[config.mk]
export PLATFORM = sky130hd
export DESIGN_NAME = dmem_responder
export DESIGN_NICKNAME = d
export VERILOG_FILES = /design/src/rtl/dmem_responder.sv
export SDC_FILE = /design/constraint.sdc
export NUM_CORES = 2
export LEC_CHECK = 0
export CORE_MARGIN = 1.5
export CORE_UTILIZATION = 63
export DETAILED_ROUTE_END_ITERATION = 8
export GPL_TIMING_DRIVEN = 1
export PLACE_DENSITY = 0.75
export SYNTH_ARGS = -nofsm -noshare
export SYNTH_HDL_FRONTEND = slang
export SYNTH_SLANG_ARGS = --single-unit
export TNS_END_PERCENT = 20
[constraint.sdc]
create_clock -name clk -period 7.9 [get_ports clk]
set_input_delay 1.58 -clock clk [delete_from_list [all_inputs] [get_ports clk]]
set_output_delay 1.58 -clock clk [all_outputs]
set_load 0.01 [all_outputs]
[src/rtl/dmem_responder.sv]
`default_nettype none
// ============================================================================
// Module      : dmem_responder
// Description : Multi-cycle data-memory responder for the DM pipeline stage.
//               Accepts one read or write, holds it for LAT cycles, then
//               returns read data / error status and raises Done_DM.
// Revision    : 1.0 - initial release
// ============================================================================
module dmem_responder #(
    parameter int LAT    = 4,
    parameter int ADDR_W = 8,
    parameter int DATA_W = 16
) (
    input  logic              clk,
    input  logic              rst_n,
    input  logic              Rd,
    input  logic              Wr,
    input  logic [15:0]       Addr,
    input  logic [DATA_W-1:0] DataIn,
    output logic [DATA_W-1:0] DataOut,
    output logic              Done_DM,
    output logic              Err,
    output logic              Busy
);

    localparam logic [1:0] S_IDLE = 2'd0;
    localparam logic [1:0] S_WAIT = 2'd1;
    localparam logic [1:0] S_RESP = 2'd2;

    // Reload value for the wait counter; the acceptance cycle is the first
    // of the LAT stall cycles, so WAIT covers the remaining LAT-1.
    localparam logic [3:0] LAT_M1 = 4'(LAT - 1);

    logic [1:0]        state;
    logic [1:0]        state_nxt;
    logic [3:0]        count;

    // Request captured at acceptance, used when entering RESP from WAIT
    logic              req_rd;
    logic              req_wr;
    logic [ADDR_W-1:0] req_idx;
    logic [DATA_W-1:0] req_data;
    logic              err_pend;

    logic [DATA_W-1:0] mem [0:(2**ADDR_W)-1];

    // Live request decode
    logic              req_live;
    logic              in_err;
    logic [ADDR_W-1:0] in_idx;

    // Access performed on the edge that enters RESP
    logic              enter_resp;
    logic              acc_rd;
    logic              acc_wr;
    logic              acc_err;
    logic [ADDR_W-1:0] acc_idx;
    logic [DATA_W-1:0] acc_data;

    // Upper address bits only alias; they never select anything
    logic              addr_hi_unused;
    assign addr_hi_unused = ^Addr[15:ADDR_W+1];

    assign req_live = Rd | Wr;
    assign in_err   = (Rd & Wr) | Addr[0];
    assign in_idx   = Addr[ADDR_W:1];

    // State register
    always_ff @(posedge clk or negedge rst_n) begin
        if (!rst_n) begin
            state <= S_IDLE;
        end else begin
            state <= state_nxt;
        end
    end

    // Next-state logic; errors and LAT=1 skip WAIT entirely
    always_comb begin
        state_nxt = state;
        case (state)
            S_IDLE: begin
                if (req_live) begin
                    if (in_err || (LAT == 1)) begin
                        state_nxt = S_RESP;
                    end else begin
                        state_nxt = S_WAIT;
                    end
                end
            end
            S_WAIT: begin
                if (count <= 4'd1) begin
                    state_nxt = S_RESP;
                end
            end
            S_RESP: begin
                state_nxt = S_IDLE;
            end
            default: begin
                state_nxt = S_IDLE;
            end
        endcase
    end

    // Output logic; reset forces the idle indication regardless of inputs
    always_comb begin
        Done_DM = 1'b1;
        Busy    = 1'b0;
        if (rst_n) begin
            case (state)
                S_IDLE: begin
                    Done_DM = ~req_live;
                    Busy    = req_live;
                end
                S_WAIT: begin
                    Done_DM = 1'b0;
                    Busy    = 1'b1;
                end
                default: begin
                    Done_DM = 1'b1;
                    Busy    = 1'b0;
                end
            endcase
        end
    end

    // Select the access source: straight from the inputs when RESP is
    // entered directly from IDLE, otherwise from the captured request
    always_comb begin
        enter_resp = (state != S_RESP) && (state_nxt == S_RESP);
        if (state == S_IDLE) begin
            acc_rd   = Rd;
            acc_wr   = Wr;
            acc_err  = in_err;
            acc_idx  = in_idx;
            acc_data = DataIn;
        end else begin
            acc_rd   = req_rd;
            acc_wr   = req_wr;
            acc_err  = err_pend;
            acc_idx  = req_idx;
            acc_data = req_data;
        end
    end

    // Request capture and wait counter
    always_ff @(posedge clk or negedge rst_n) begin
        if (!rst_n) begin
            count    <= 4'd0;
            req_rd   <= 1'b0;
            req_wr   <= 1'b0;
            req_idx  <= '0;
            req_data <= '0;
            err_pend <= 1'b0;
        end else begin
            if ((state == S_IDLE) && req_live) begin
                req_rd   <= Rd;
                req_wr   <= Wr;
                req_idx  <= in_idx;
                req_data <= DataIn;
                err_pend <= in_err;
                count    <= (in_err || (LAT == 1)) ? 4'd0 : LAT_M1;
            end else if ((state == S_WAIT) && (count != 4'd0)) begin
                count <= count - 4'd1;
            end
        end
    end

    // Response registers update only on entry to RESP; they hold otherwise
    always_ff @(posedge clk or negedge rst_n) begin
        if (!rst_n) begin
            DataOut <= '0;
            Err     <= 1'b0;
        end else if (enter_resp) begin
            Err <= acc_err;
            if (!acc_err && acc_rd) begin
                DataOut <= mem[acc_idx];
            end
        end
    end

    // Array write on entry to RESP; suppressed while reset is asserted so a
    // request interrupted by reset never lands in memory
    always_ff @(posedge clk) begin
        if (rst_n && enter_resp && !acc_err && acc_wr) begin
            mem[acc_idx] <= acc_data;
        end
    end

endmodule
`default_nettype wire

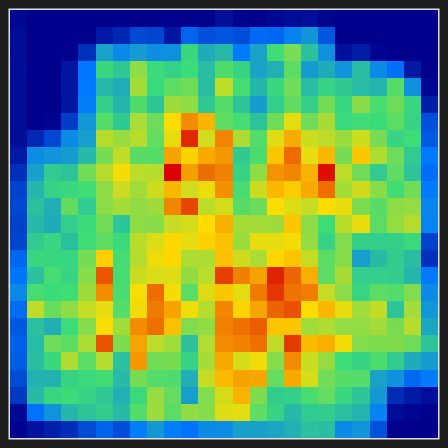
(images/metal_density.png)
The die is cut into 25 by 25 equal tiles; dark blue is low, red is high, scaled to the fullest tile. Values are wire area over tile area, all layers added.
nearly empty tiles: 8.8%
fullest tile: 0.63
tiles over half the peak: 51%
emptiest ninth of the die: top left
densest ninth of the die: middle
GRT Resource Usage Total: 0.335
wire length reported by the detailed router: 414000 um
via total after detailed routing: 89588
WL/cell: 33.1 um

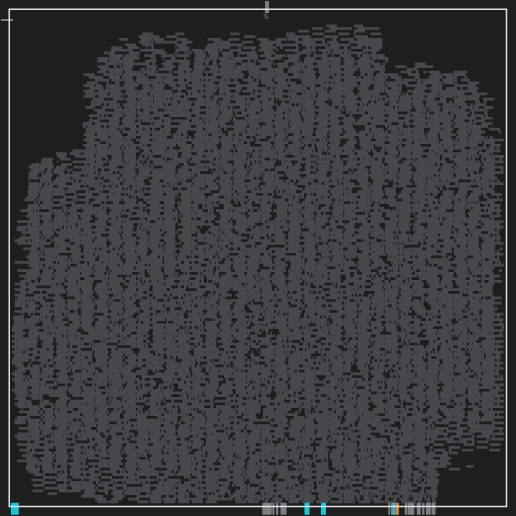
(images/io_placement.png)
Scale: 1 px per um. Pins as bars across the die edge, other pins in grey.
[Err] orange | pins: 1 | direction: output | edge: bottom
[Addr] cyan | pins: 16 | direction: input | edge: bottom
all pins by edge: 52 bottom, 2 top, 1 left
I/O Buffers: 47
overall die width: 496 um
die y size: 496 um

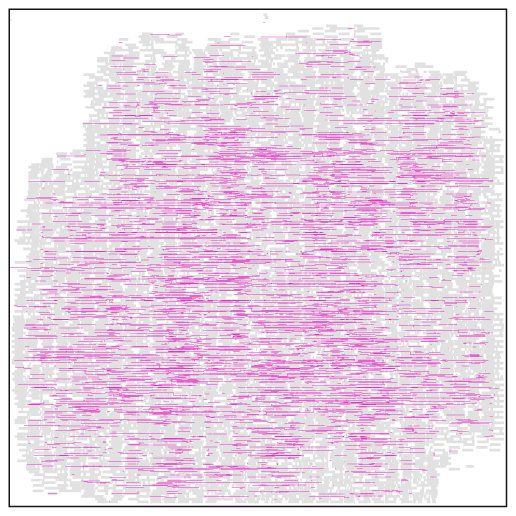
(images/layer_met3.png)
Scale: 1 px per um. Cells faint in the background.
main direction: horizontal
nets with wire on the layer: 1149

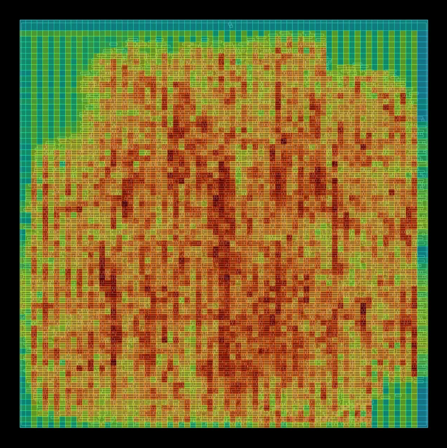
(images/congestion.png)
fraction of met3 tracks used by global routing: 0.0741
core utilization of the finished layout: 0.713
GR Layer Usage met1: 0.462

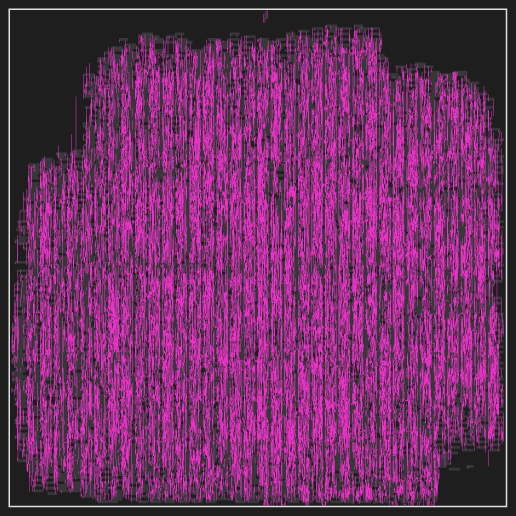
(images/layer_met2.png)
Scale: 1 px per um. Cells faint in the background.
main direction: vertical
share of all routed wire: 46%
longest straight run: 120 um

==> run notes <==
Notes on the physical implementation.

- Per the synth stats, the proportion of register bits with asynchronous set or reset is 0.0121.
- The via count of the first global-routing pass is ~86000.
- Once layout is done, the placed cells without fillers occupy 172000 um^2.
- The capture point of the worst register-to-register path is recorded as DataOut[10].
- The post-detailed-route DRC marker count is 0, for reference.
- The number of distinct library cells after synthesis is 40, for reference.
- The report lists the number of cells resized after CTS as 0.
- The number of DRC violations after detailed-routing iteration 0 is 14180, for reference.
- The dominant delay contributor by cell family on the critical path is AND-OR/OR-AND gates, for reference.
- The largest driver fanout on the critical path is 57, for reference.
- In the final layout, the fill cell count is between 10000 and 15000.
- The pin count of the biggest net entering global routing is approximately 230, for reference.
- Each instance of the synthesized netlist takes up on average between 15 and 20 um^2.
- STA classifies the critical path startpoint as a register.
- The most used routing layer is met2, for reference.
- The number of top-level pins is ~55, for reference.
- The instance count of the mapped netlist is 8742, for reference.
- The commonest register cell after synthesis is sky130_fd_sc_hd__edfxtp_1, for reference.
- In the synthesized netlist, the cells that appear most often are 4096 x sky130_fd_sc_hd__edfxtp_1, 2048 x sky130_fd_sc_hd__a22oi_1, 1029 x sky130_fd_sc_hd__a21oi_1, 367 x sky130_fd_sc_hd__buf_2, 269 x sky130_fd_sc_hd__nor2_1.
- The floorplan core area is roughly 240000 um^2, for reference.
- The flow ran to the end, but the final reports show violations.
- Detailed placement reports a standard cell area of around 160000 um^2.
- Traced cell by cell, the critical path runs through or2_1 > o21ai_4 > buf_12 > buf_12 > a22oi_1 > a21oi_1 > o41ai_1 > a41oi_1 > nor4_1 > o21ai_1.
- By startpoint and endpoint, the worst setup path is classified as register to register.
- The start point of the worst hold path is req_data[4], for reference.
- The slew at the pin with the worst max-slew slack is approximately 1800 ps, for reference.
- CTS added clock buffers totalling ~400.
- The flow reported a cell area power density of 376 nW/um^2.
- STA shows the worst reg2reg path with a cell count of 10.
- The number of rows in the core area is 180, for reference.
- The most numerous cell in the Yosys netlist is sky130_fd_sc_hd__edfxtp_1, for reference.
- The maximum clock frequency is around 180 MHz, for reference.
- After layout, the worst setup slack is roughly 2300 ps.
- The library cell used as clock root buffer is sky130_fd_sc_hd__clkbuf_16, for reference.
- The combinational gate area is roughly 26000 um^2, for reference.
- The report gives the cell count of the worst hold path as 2.
- Among all stages on the critical path, the maximum delay recorded is 1130 ps.
- The required time at the worst-slack endpoint is between 8000 and 9000 ps, for reference.
- After its last routability iteration, the placer logged a weighted congestion of between 0.8 and 0.9.
- The number of detailed-route iterations in the first pass is 6, for reference.
- Among the stages of the critical path, the cell type that occurs most often is sky130_fd_sc_hd__buf_12.
- The detail route stage leaves a number of antenna-violating nets equal to 0.
- TritonCTS built the clock tree.
- The number of warnings reported in the yosys synthesis log is 0, for reference.
- After routing, the total negative slack on setup checks comes to 0 ps.
- The number of antenna violations at the first check in global routing is 12, for reference.
- In the finished design, the share of the clock period the worst path needs comes to 0.713.
- The post-synth count of flops with an enable pin is just over 4000.
- The clock-pin transition on the worst setup and hold timing paths is roughly 60 ps, for reference.
- The number of max-slew violations in the final report is about 140, for reference.
- Counting every net in the synthesized netlist gives approximately 8800.
- After layout, the minimum clock period comes to 5630 ps.
- In the hold report, the worst path ends at req_data[4].
- For the final database, setup skew stands at roughly 85 ps.
- The script reports the combined buffer and inverter count of the critical path as 2.
- Note, the detailed placer reported a final HPWL of 224000 um.
- The global-route wire length before repair is approximately 600000 um, for reference.
- The floorplan step records an initial core utilization of 0.635.
- Of the cells placed in the final design, the portion with a size suffix greater than 1 is 0.119.
- The layout net count is about 9000, for reference.
- The worst slack on hold paths is between 400 and 500 ps, for reference.
- The share of the Yosys chip area taken by registers is 0.812.
- Setup repair after global routing left no endpoint under its margin.
- The worst setup slack after placement is approximately 1700 ps, for reference.
- The stage logs contain a warning count of around 160.
- The number of storage elements in the synthesis netlist is between 4000 and 5000, for reference.
- STA puts the critical path data arrival time at roughly 6500 ps.
- The buffer levels on the longest clock path is 4, for reference.
- CTS built an H-tree with a depth of 5.
- The cell with the largest stage delay on the worst path is sky130_fd_sc_hd__o41ai_1, for reference.
- STA lists the startpoint of the worst register-to-register path as state[1].
- The final hold violation count recorded for this run is 0.
- The setup-violating endpoint count in the final report is 0, for reference.
- The peak ir drop on the vdd network is ~0.00064 V, for reference.
- The aggregate global routing overflow is 0, for reference.
- The checks that failed: capacitance limit, slew limit.
- Setup slack on the worst reg-to-reg path comes out at between 2000 and 2500 ps.
- Summed over all cells, the static leakage comes to roughly 0.053 uW.
- The max capacitance violation total is 1, for reference.
- The area used by sequential logic in the layout is 124000 um^2, for reference.
- The area recorded from the Yosys report for this design is between 150000 and 200000 um^2.
- The detail-routed via count per cell is about 7, for reference.
- The biggest area contributor in the post-synthesis netlist is sky130_fd_sc_hd__edfxtp_1.
- The endpoint class of the critical path is a register, for reference.
- The area of the mapped netlist is ~150000 um^2, for reference.
- The global-route track usage on met2 is 0.506, for reference.
- The total die size is 246000 um^2, for reference.
- The cell total in the yosys stat output is roughly 9000, for reference.
- The number of sinks driven by the clock tree is between 4000 and 5000, for reference.
- In this run, post-CTS hold repair placed 0 buffers.
- The skew report gives the latency at the later pin of the worst-skew pair as around 1000 ps.
- In this run the tightest slew margin relative to its limit is -0.185.
- Per the run report, area growth between synthesis and finish was 12.3%.
- Of the post-synthesis cell area, the dominant cell type holds 0.804.
- The synthesis report lists the most area-consuming cells as sky130_fd_sc_hd__edfxtp_1 80%, sky130_fd_sc_hd__a22oi_1 10%, sky130_fd_sc_hd__a21oi_1 3.4%.
- In this run the worst hold path is classified as register to register.
- Once the clock tree was built, the setup fixing pass inserted 0 buffers.
worst reg2reg max path, cell delays in order, from the launching register on:
cell and delay (ps):
sky130_fd_sc_hd__dfrtp_1 520, sky130_fd_sc_hd__or2_1 870, sky130_fd_sc_hd__o21ai_4 580, sky130_fd_sc_hd__buf_12 390, sky130_fd_sc_hd__buf_12 260, sky130_fd_sc_hd__a22oi_1 290, sky130_fd_sc_hd__a21oi_1 90, sky130_fd_sc_hd__o41ai_1 1130
sky130_fd_sc_hd__a41oi_1 810, sky130_fd_sc_hd__nor4_1 460, sky130_fd_sc_hd__o21ai_1 90
state kept, by name, indices dropped and copies added, names as in the netlist:
| register | flops |
|---|---|
| req_data | 16 |
| mem | 4096 |
| req_wr | 1 |
| count | 4 |
| err_pend | 1 |
| Err | 1 |
| req_rd | 1 |
| req_idx | 8 |
| state | 2 |
| DataOut | 16 |
layer usage:
layer  wire length, um  part of all wire
met5               102           0.00025
met4             25400             0.061
met3             53500              0.13
met2            191000              0.46
met1            144000              0.35
cell usage in the layout, fill, tap and decap left out, drive strengths merged:
master / netlist / final
clkinvlp: 0 / 17
clkdlybuf4s50: 0 / 46
a31oi: 5 / 5
a21oi: 1029 / 1029
a22oi: 2048 / 2048
nor3b: 3 / 3
or3: 1 / 1
xor2: 2 / 2
nor2: 270 / 270
edfxtp: 4096 / 4096
clkbuf: 210 / 491
o41ai: 256 / 256
or2: 2 / 2
nand2: 176 / 176
diode: 0 / 9
nand3b: 4 / 4
a41oi: 64 / 64
or4b: 2 / 2
xnor2: 1 / 1
o21ai: 29 / 29
nor4: 16 / 16
o211ai: 1 / 1
bufinv: 0 / 39
ha: 3 / 3
dfrtp: 50 / 50
o21a: 3 / 3
nand3: 6 / 6
nand2b: 7 / 7
clkinv: 0 / 169
o311ai: 1 / 1
o31ai: 3 / 3
inv: 8 / 14
nor3: 3 / 3
o31a: 1 / 1
or4: 1 / 1
buf: 441 / 464
how the worst max path moves through the flow:
| stage | depth (start not counted) | to | from |
|---|---|---|---|
| global route | 10 | DataOut[10] | state[1] |
| CTS | 10 | DataOut[11] | state[1] |
| global placement | 8 | mem[238][10] | Wr |
| detailed placement | 8 | mem[238][3] | Wr |
| floorplan | 7 | mem[0][10] | state[0] |
| finish | 10 | DataOut[10] | state[1] |
cell type report:
class	instances	share of cell area
flip-flops and latches	4146	0.723
multi-input cells	3937	0.152
clock buffers	491	0.0615
repair buffers	510	0.0274
well taps	3185	0.0232
clock inverters	231	0.0126
inverters	8	0.000175
diodes	9	0.000131
cells by family after synthesis:
kind of cell,synth area share
xor+xnor,0.000172
simple gates,0.0129
fa+ha+maj,0.000245
flops,0.812
buf+inv,0.0206
compound gates,0.154
through the flow:
| step | cells | total power [uW] |
|---|---|---|
| after floorplan | 8742 | 39400 |
| after global placement | 11786 | 45300 |
| after detailed placement | 11786 | 45800 |
| after CTS | 12508 | 64200 |
| after global routing | 12509 | 66300 |
| final | 12517 | 64600 |
where the power goes:
group / internal [uW] / switching, uW / leakage [uW]
logic: 4010 / 13600 / 0.00877
clock network: 10800 / 7900 / 0.00623
registers: 28100 / 203 / 0.0376
total: 42900 / 21700 / 0.0526
Power figures rest on the tool's default switching activity, not on a simulated workload.
